[src/rtl/sorted_array_reader_pkg.sv]
// Shared state encoding and default sizing for the sorted-array read-out engine.
package sorted_array_reader_pkg;

    localparam int DATA_W = 16;
    localparam int ADDR_W = 8;
    localparam int DEPTH  = 256;

    typedef enum logic [1:0] {
        S_IDLE,
        S_READ,
        S_DRAIN,
        S_DONE
    } state_t;

endpackage

[src/rtl/sorted_array_reader_fifo2.sv]
// Two-entry synchronous FIFO buffering memory read data (word plus last flag).
module sorted_array_reader_fifo2 #(
    parameter int WIDTH = 17
) (
    input  logic             clk,
    input  logic             rst,
    input  logic             push_i,
    input  logic [WIDTH-1:0] push_data_i,
    input  logic             pop_i,
    output logic [WIDTH-1:0] head_o,
    output logic [1:0]       count_o
);

    logic [WIDTH-1:0] slot0_q, slot1_q;
    logic             wr_ptr_q, rd_ptr_q;
    logic [1:0]       count_q;
    logic             do_push, do_pop;

    // A push into a full FIFO is only taken when the head leaves in the same cycle.
    assign do_pop  = pop_i && (count_q != 2'd0);
    assign do_push = push_i && ((count_q != 2'd2) || do_pop);

    always_ff @(posedge clk or posedge rst) begin
        if (rst) begin
            slot0_q  <= '0;
            slot1_q  <= '0;
            wr_ptr_q <= 1'b0;
            rd_ptr_q <= 1'b0;
            count_q  <= 2'd0;
        end else begin
            if (do_push) begin
                if (wr_ptr_q) slot1_q <= push_data_i;
                else          slot0_q <= push_data_i;
                wr_ptr_q <= ~wr_ptr_q;
            end
            if (do_pop) begin
                rd_ptr_q <= ~rd_ptr_q;
            end
            case ({do_push, do_pop})
                2'b10:   count_q <= count_q + 2'd1;
                2'b01:   count_q <= count_q - 2'd1;
                default: count_q <= count_q;
            endcase
        end
    end

    assign head_o  = rd_ptr_q ? slot1_q : slot0_q;
    assign count_o = count_q;

endmodule

[src/rtl/sorted_array_reader.sv]
// Sweeps the sort memory through its synchronous read port, streams the words
// out over valid/ready and flags any descending neighbour pair.
//
//   state   | meaning
//   --------+------------------------------------------------------------
//   S_IDLE  | waiting for start; order_err holds its last value
//   S_READ  | issuing reads 0..DEPTH-1 under a 2-word credit limit
//   S_DRAIN | all reads issued; waiting for in-flight data and FIFO to empty
//   S_DONE  | one-cycle done pulse
module sorted_array_reader #(
    parameter int DATA_W = sorted_array_reader_pkg::DATA_W,
    parameter int ADDR_W = sorted_array_reader_pkg::ADDR_W,
    parameter int DEPTH  = sorted_array_reader_pkg::DEPTH
) (
    input  logic              clk,
    input  logic              rst,
    input  logic              start_i,
    output logic              busy_o,
    output logic              done_o,
    output logic              mem_rd_o,
    output logic [ADDR_W-1:0] mem_addr_o,
    input  logic [DATA_W-1:0] mem_rdata_i,
    output logic              out_valid_o,
    input  logic              out_ready_i,
    output logic [DATA_W-1:0] out_data_o,
    output logic              out_last_o,
    output logic              order_err_o
);

    import sorted_array_reader_pkg::*;

    localparam logic [ADDR_W-1:0] LAST_ADDR = ADDR_W'(DEPTH - 1);

    state_t            state_q, state_d;
    logic [ADDR_W-1:0] addr_q, addr_d;
    logic              inflight_q, inflight_last_q;
    logic              first_q, first_d;
    logic [DATA_W-1:0] prev_q, prev_d;
    logic              order_err_q, order_err_d;

    logic              issue, pop, addr_at_last;
    logic [1:0]        fifo_count, credit;
    logic [DATA_W:0]   fifo_head;

    sorted_array_reader_fifo2 #(
        .WIDTH(DATA_W + 1)
    ) u_fifo (
        .clk        (clk),
        .rst        (rst),
        .push_i     (inflight_q),
        .push_data_i({inflight_last_q, mem_rdata_i}),
        .pop_i      (pop),
        .head_o     (fifo_head),
        .count_o    (fifo_count)
    );

    assign out_valid_o  = (fifo_count != 2'd0);
    assign out_data_o   = fifo_head[DATA_W-1:0];
    assign out_last_o   = out_valid_o & fifo_head[DATA_W];
    assign pop          = out_valid_o & out_ready_i;
    assign addr_at_last = (addr_q == LAST_ADDR);
    // Credit counts the read already in flight so its data always has a slot.
    assign credit       = fifo_count + {1'b0, inflight_q};

    always_comb begin
        state_d     = state_q;
        addr_d      = addr_q;
        first_d     = first_q;
        prev_d      = prev_q;
        order_err_d = order_err_q;
        issue       = 1'b0;

        if (pop) begin
            if (!first_q && (prev_q > out_data_o)) begin
                order_err_d = 1'b1;
            end
            prev_d  = out_data_o;
            first_d = 1'b0;
        end

        case (state_q)
            S_IDLE: begin
                if (start_i) begin
                    state_d     = S_READ;
                    addr_d      = '0;
                    order_err_d = 1'b0;
                    first_d     = 1'b1;
                end
            end
            S_READ: begin
                issue = (credit < 2'd2) || pop;
                if (issue) begin
                    if (addr_at_last) state_d = S_DRAIN;
                    else              addr_d  = addr_q + 1'b1;
                end
            end
            S_DRAIN: begin
                // Leave as the last word departs so done lands the cycle after it.
                if (!inflight_q && ((fifo_count == 2'd0) || ((fifo_count == 2'd1) && pop))) begin
                    state_d = S_DONE;
                end
            end
            S_DONE: begin
                state_d = S_IDLE;
            end
            default: begin
                state_d = S_IDLE;
            end
        endcase
    end

    always_ff @(posedge clk or posedge rst) begin
        if (rst) begin
            state_q         <= S_IDLE;
            addr_q          <= '0;
            inflight_q      <= 1'b0;
            inflight_last_q <= 1'b0;
            first_q         <= 1'b0;
            prev_q          <= '0;
            order_err_q     <= 1'b0;
        end else begin
            state_q         <= state_d;
            addr_q          <= addr_d;
            inflight_q      <= issue;
            inflight_last_q <= issue & addr_at_last;
            first_q         <= first_d;
            prev_q          <= prev_d;
            order_err_q     <= order_err_d;
        end
    end

    assign busy_o      = (state_q != S_IDLE);
    assign done_o      = (state_q == S_DONE);
    assign mem_rd_o    = issue;
    assign mem_addr_o  = addr_q;
    assign order_err_o = order_err_q;

endmodule

[config.mk]
export PLATFORM = sky130hd
export DESIGN_NAME = sorted_array_reader
export DESIGN_NICKNAME = d
export VERILOG_FILES = /design/src/rtl/sorted_array_reader_pkg.sv /design/src/rtl/sorted_array_reader_fifo2.sv /design/src/rtl/sorted_array_reader.sv
export SDC_FILE = /design/constraint.sdc
export NUM_CORES = 1
export LEC_CHECK = 0
export CORE_MARGIN = 2
export CORE_UTILIZATION = 40
export CTS_BUF_LIST = sky130_fd_sc_hd__clkbuf_2 sky130_fd_sc_hd__clkbuf_4 sky130_fd_sc_hd__clkbuf_8
export CTS_CLUSTER_SIZE = 25
export DETAILED_ROUTE_END_ITERATION = 10
export PLACE_DENSITY = 0.67
export SLEW_MARGIN = 20
export SYNTH_ARGS = -nofsm -noshare
export SYNTH_HDL_FRONTEND = slang
export SYNTH_HIERARCHICAL = 1
export SYNTH_SLANG_ARGS = --single-unit
[constraint.sdc]
create_clock -name clk -period 6.6 [get_ports clk]
set_clock_uncertainty 0.05 [all_clocks]
set_input_delay 0.66 -clock clk [delete_from_list [all_inputs] [get_ports clk]]
set_output_delay 0.66 -clock clk [all_outputs]
set_load 0.02 [all_outputs]
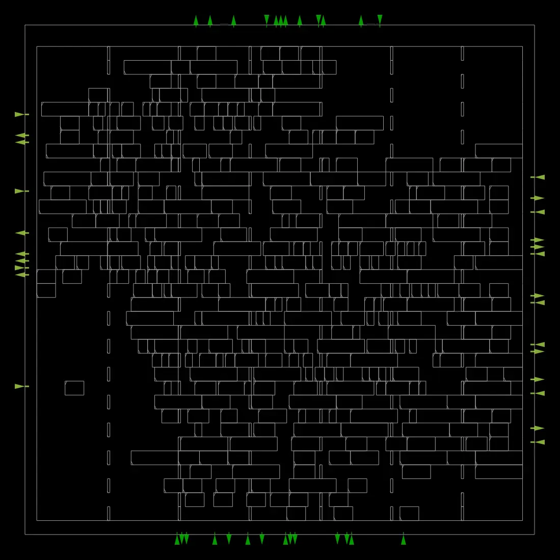
**Above:** placed standard cells.
sequential cell count: 68
placeable core region: 8760 µm²
fin util: 50.0%
Final Instance Count excl. Fillers: 480
number of placement rows: 34

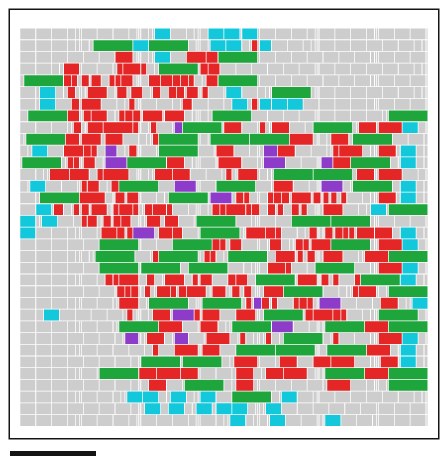
**Above:** placed cells, one color a class.
Bar = 20 µm. Fill, decap, tap and diode cells in gray.
Key: other buffers and delay cells = cyan [cells 51, share of their area 12%]; all other logic = red [cells 237, share of their area 44%]; flops = green [cells 68, share of their area 40%]; clock drivers and dummy loads = purple [cells 16, share of their area 4.1%]
post-route standard cell area excluding fillers: 4380 µm²
sequential fraction of total cell area: 38.9%

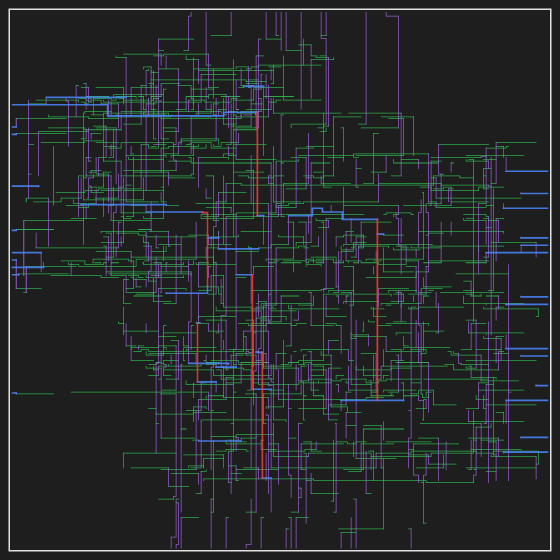
**Above:** signal wires by layer.
Key: met1 = green [wire length 3,360 µm]; met3 = blue [wire length 285 µm]; met2 = purple [wire length 3,180 µm]; met4 = red [wire length 122 µm]
Routed Wire Length: 6940 µm
Vias: 2,477
total routing usage reported by global routing: 14.9%

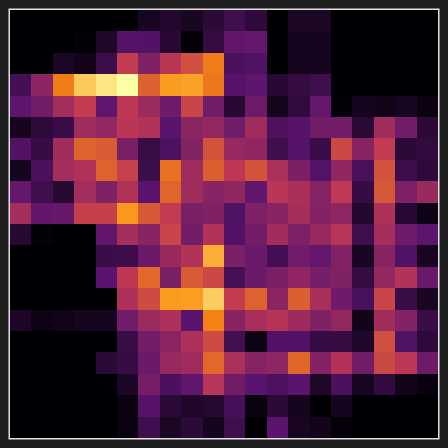
**Above:** signal metal coverage by tile.
The die is cut into 20 by 20 equal tiles; black is low, pale yellow is high, scaled to the fullest tile. Values are wire area over tile area, all layers added.
The emptiest ninth of the die: south-west. The fullest tile reaches 0.45. 22% of the tiles are nearly empty.

[synth_stat cells, types with 2 or more instances]
library cell,number
sky130_fd_sc_hd__a211oi_1,2
sky130_fd_sc_hd__a21oi_1,17
sky130_fd_sc_hd__a22oi_1,2
sky130_fd_sc_hd__buf_6,3
sky130_fd_sc_hd__clkbuf_1,5
sky130_fd_sc_hd__dfrtp_1,68
sky130_fd_sc_hd__ha_1,21
sky130_fd_sc_hd__inv_1,30
sky130_fd_sc_hd__mux2_2,32
sky130_fd_sc_hd__mux2_4,20
sky130_fd_sc_hd__mux2i_1,3
sky130_fd_sc_hd__nand2_1,27
sky130_fd_sc_hd__nand3_1,6
sky130_fd_sc_hd__nand3b_1,2
sky130_fd_sc_hd__nand4_2,2
sky130_fd_sc_hd__nor2_1,9
sky130_fd_sc_hd__nor3_1,4
sky130_fd_sc_hd__o211ai_1,3
sky130_fd_sc_hd__o21ai_0,22
sky130_fd_sc_hd__o31ai_1,3
sky130_fd_sc_hd__or2_2,2
sky130_fd_sc_hd__xnor2_1,2
[power by group]
group	internal [mW]	total [mW]	switching [mW]
Clock	0.138	0.307	0.169
Sequential	0.610	0.775	0.165
Combinational	0.677	1.28	0.605
[routing by layer]
layer	vias to the layer above	part of all wire [%]	routed length (µm)
met5	-	0	0
met4	0	1.7	121
met3	14	4.1	285
met2	54	46	3180
met1	1203	48	3360
li1	1206	-	-
[final cells by class]
class,instances,area share [%]
clock buffer,9,2.83
clock inverter,7,1.17
inverter,30,2.57
multi-input combinational,207,39.9
sequential,68,38.9
tap,108,3.09
timing repair buffer,51,11.5
[cells by family (layout without fill, tap and decap cells)]
kind of cell	count (synthesis)	count (layout)	share of synthesized area, %
muxes	55	55	19.0
AOI/OAI and AO/OA	59	59	10.3
xor gates and xnor gates	3	3	0.722
DFF	68	68	46.8
buffers and inverters	40	97	5.23
adders and majority gates	21	21	7.22
and+or+nand+nor	69	69	10.8
[placed cells by master (no fill, tap or decap), types with 2 or more instances in the layout]
cell type and n:
sky130_fd_sc_hd__clkinvlp_4 2, sky130_fd_sc_hd__inv_6 2, sky130_fd_sc_hd__mux2_2 32, sky130_fd_sc_hd__nand4_2 2, sky130_fd_sc_hd__a21oi_1 17, sky130_fd_sc_hd__nor3_1 4
sky130_fd_sc_hd__clkinv_2 2, sky130_fd_sc_hd__o211ai_1 3, sky130_fd_sc_hd__a22oi_1 2, sky130_fd_sc_hd__mux2i_1 3, sky130_fd_sc_hd__buf_4 2, sky130_fd_sc_hd__ha_1 21
sky130_fd_sc_hd__o31ai_1 3, sky130_fd_sc_hd__clkbuf_8 9, sky130_fd_sc_hd__nand3_1 6, sky130_fd_sc_hd__clkdlybuf4s50_1 49, sky130_fd_sc_hd__nor2_1 9, sky130_fd_sc_hd__inv_1 30
sky130_fd_sc_hd__nand3b_1 2, sky130_fd_sc_hd__mux2_4 20, sky130_fd_sc_hd__dfrtp_1 68, sky130_fd_sc_hd__a211oi_1 2, sky130_fd_sc_hd__nand2_1 27, sky130_fd_sc_hd__o21ai_0 22
sky130_fd_sc_hd__xnor2_1 2, sky130_fd_sc_hd__or2_2 2
==> summary.txt <==
Implementation progress

The via count of the first global-routing pass stands at 2,553. The met2 usage in global routing stands at a little under a quarter. Subtracting the final worst setup slack from the clock period gives between 3 and 4 ns. The CTS report gives the tree buffer count as 9. Looking at the max-slew report, the worst-margin pin has a slew of roughly 1.1 ns. The hold path depth stands at 2.

Before CTS, the worst setup slack after placement is approximately 2.8 ns. RePlAce ended its routability-driven mode at a weighted congestion of approximately 0.78. TritonCTS built the clock tree.

In this run the layout overhead on the synthesized area is reported as 20.3%. The setup fix buffers added after clock tree synthesis stands at 0. The worst setup path is captured at a flop. As reported, the later end of the worst-skew pair has a clock insertion delay of ~0.34 ns. The final number of hold-violating endpoints stands at 0. Per the CTS log, the root buffer master is sky130_fd_sc_hd__clkbuf_8.

In this run the remaining antenna-violating nets after routing total 0. The worst slew slack as a fraction of its limit stands at just under 30%. OpenSTA lists the critical path startpoint as out_ready_i. The mean instance size in the synthesized netlist stands at 11.6 µm². The flop and latch count out of synthesis stands at ~68. According to the floorplan report, the die height is 99.4 µm.

The design draws ~2.4 mW. The number of vias per cell stands at 5.16. The initial core utilization stands at between 40% and 50%. The placed wire-length estimate stands at about 4900 µm. According to the timing report, the critical path is captured at u_fifo/slot1_q[15]. Clock-pin slew was measured on the worst setup and hold paths at 0.07 ns. The area after detailed placement stands at roughly 4200 µm². Among all stages on the critical path, the largest delay is contributed by sky130_fd_sc_hd__and3_1.

The flow ran to the end, and the final reports show no timing, DRC or antenna violations. The maximum VDD drop stands at 0.212 mV. Sequential elements use between 40% and 50% of the synthesized area. The number of inserted filler cells in the final layout stands at around 800. The die covers between 9000 and 10,000 µm². The routed design shows a wire length per standard cell of between 10 and 15 µm.

The most critical hold endpoint after final layout shows a slack of 0.438 ns. The die boundary width stands at 99.4 µm. The met1 usage stands at between 20% and 30%. The H-tree depth reported by CTS stands at 3. The synthesized design spends more area on one cell type than any other, namely sky130_fd_sc_hd__dfrtp_1. The post-route netlist has between 20% and 30% of its cells at a drive strength greater than 1. The slack of the worst reg-to-reg path stands at about 3.2 ns.

The remaining global-route overflow stands at 0. For the worst reg-to-reg path, the startpoint reported by OpenROAD is u_fifo/count_o[0]. Per the synth stats, the flop cell with the highest instance count is sky130_fd_sc_hd__dfrtp_1. The min-delay analysis places its worst path in the category reg -> reg. Gates resized during post-CTS repair numbered 0. The initial antenna violation count came to 0. The DRC violation count after routing stands at 0. The register area stands at 1700 µm². Entering global routing, the biggest net connects 39 pins. The number of nets in the synthesized netlist is 356. The post-synthesis instance total stands at about 320. The clock passes through at most 2 buffers.

For this run, the post-layout net count is about 410. Adding up every negative setup slack in the final design gives 0 ns. Post-route period utilization is reported as a little over half. The number of top-level pins stands at approximately 50.

The number of port buffers stands at around 50. STA classifies the critical path startpoint as a primary input. STA puts the critical path data required time at between 6 and 7 ns. Setup repair after global routing left no endpoint under its margin.

After clock tree synthesis, the flow added hold-fix buffers numbering 0. The path with the worst hold slack has its endpoint at first_q. In this run the maximum-capacitance check reported violations numbering 0.

The worst path meets setup with 3.16 ns of slack. After synthesis, the chip area reported by Yosys is roughly 3600 µm². For this run, global-route usage on met3 was measured as 3.44%.

Counting buffers and inverters, the worst setup path is 6 cells deep. The last timing report of the flow puts the setup violation total at 0. The number of optimization iterations in the first detailed-route pass stands at 4. The count of cell types in the netlist stands at ~52. Per the timing report, the achievable frequency comes out to around 290 MHz.

Listed in order, past its start point the critical path passes clkdlybuf4s50_1 > nand2_1 > inv_1 > or3b_1 > and3_1 > mux2_2. By startpoint and endpoint, the worst setup path is classified as in -> reg. Broken down by cell family, the worst path's largest delay share belongs to simple AND/OR/NAND/NOR gates. The number of diodes stands at 0.

The stage logs contain a warning count of 29. The worst hold path begins at first_q. The count of synthesis-stage warnings from yosys stands at 6.

The violation count after the first detailed-route iteration stands at about 100. The critical path contains buffers and inverters numbering 2 combined. The first-pass GRT wire length stands at roughly 12,000 µm. The proportion of netlist area held by the largest area contributor stands at approximately 47%. The main area contributors are sky130_fd_sc_hd__dfrtp_1, sky130_fd_sc_hd__mux2_2, sky130_fd_sc_hd__mux2_4. The leakage power stands at between 2 and 2.5 nW.

Yosys mapped a number of flops with a built-in enable equal to 0.
Power and IR drop assume default switching activity.
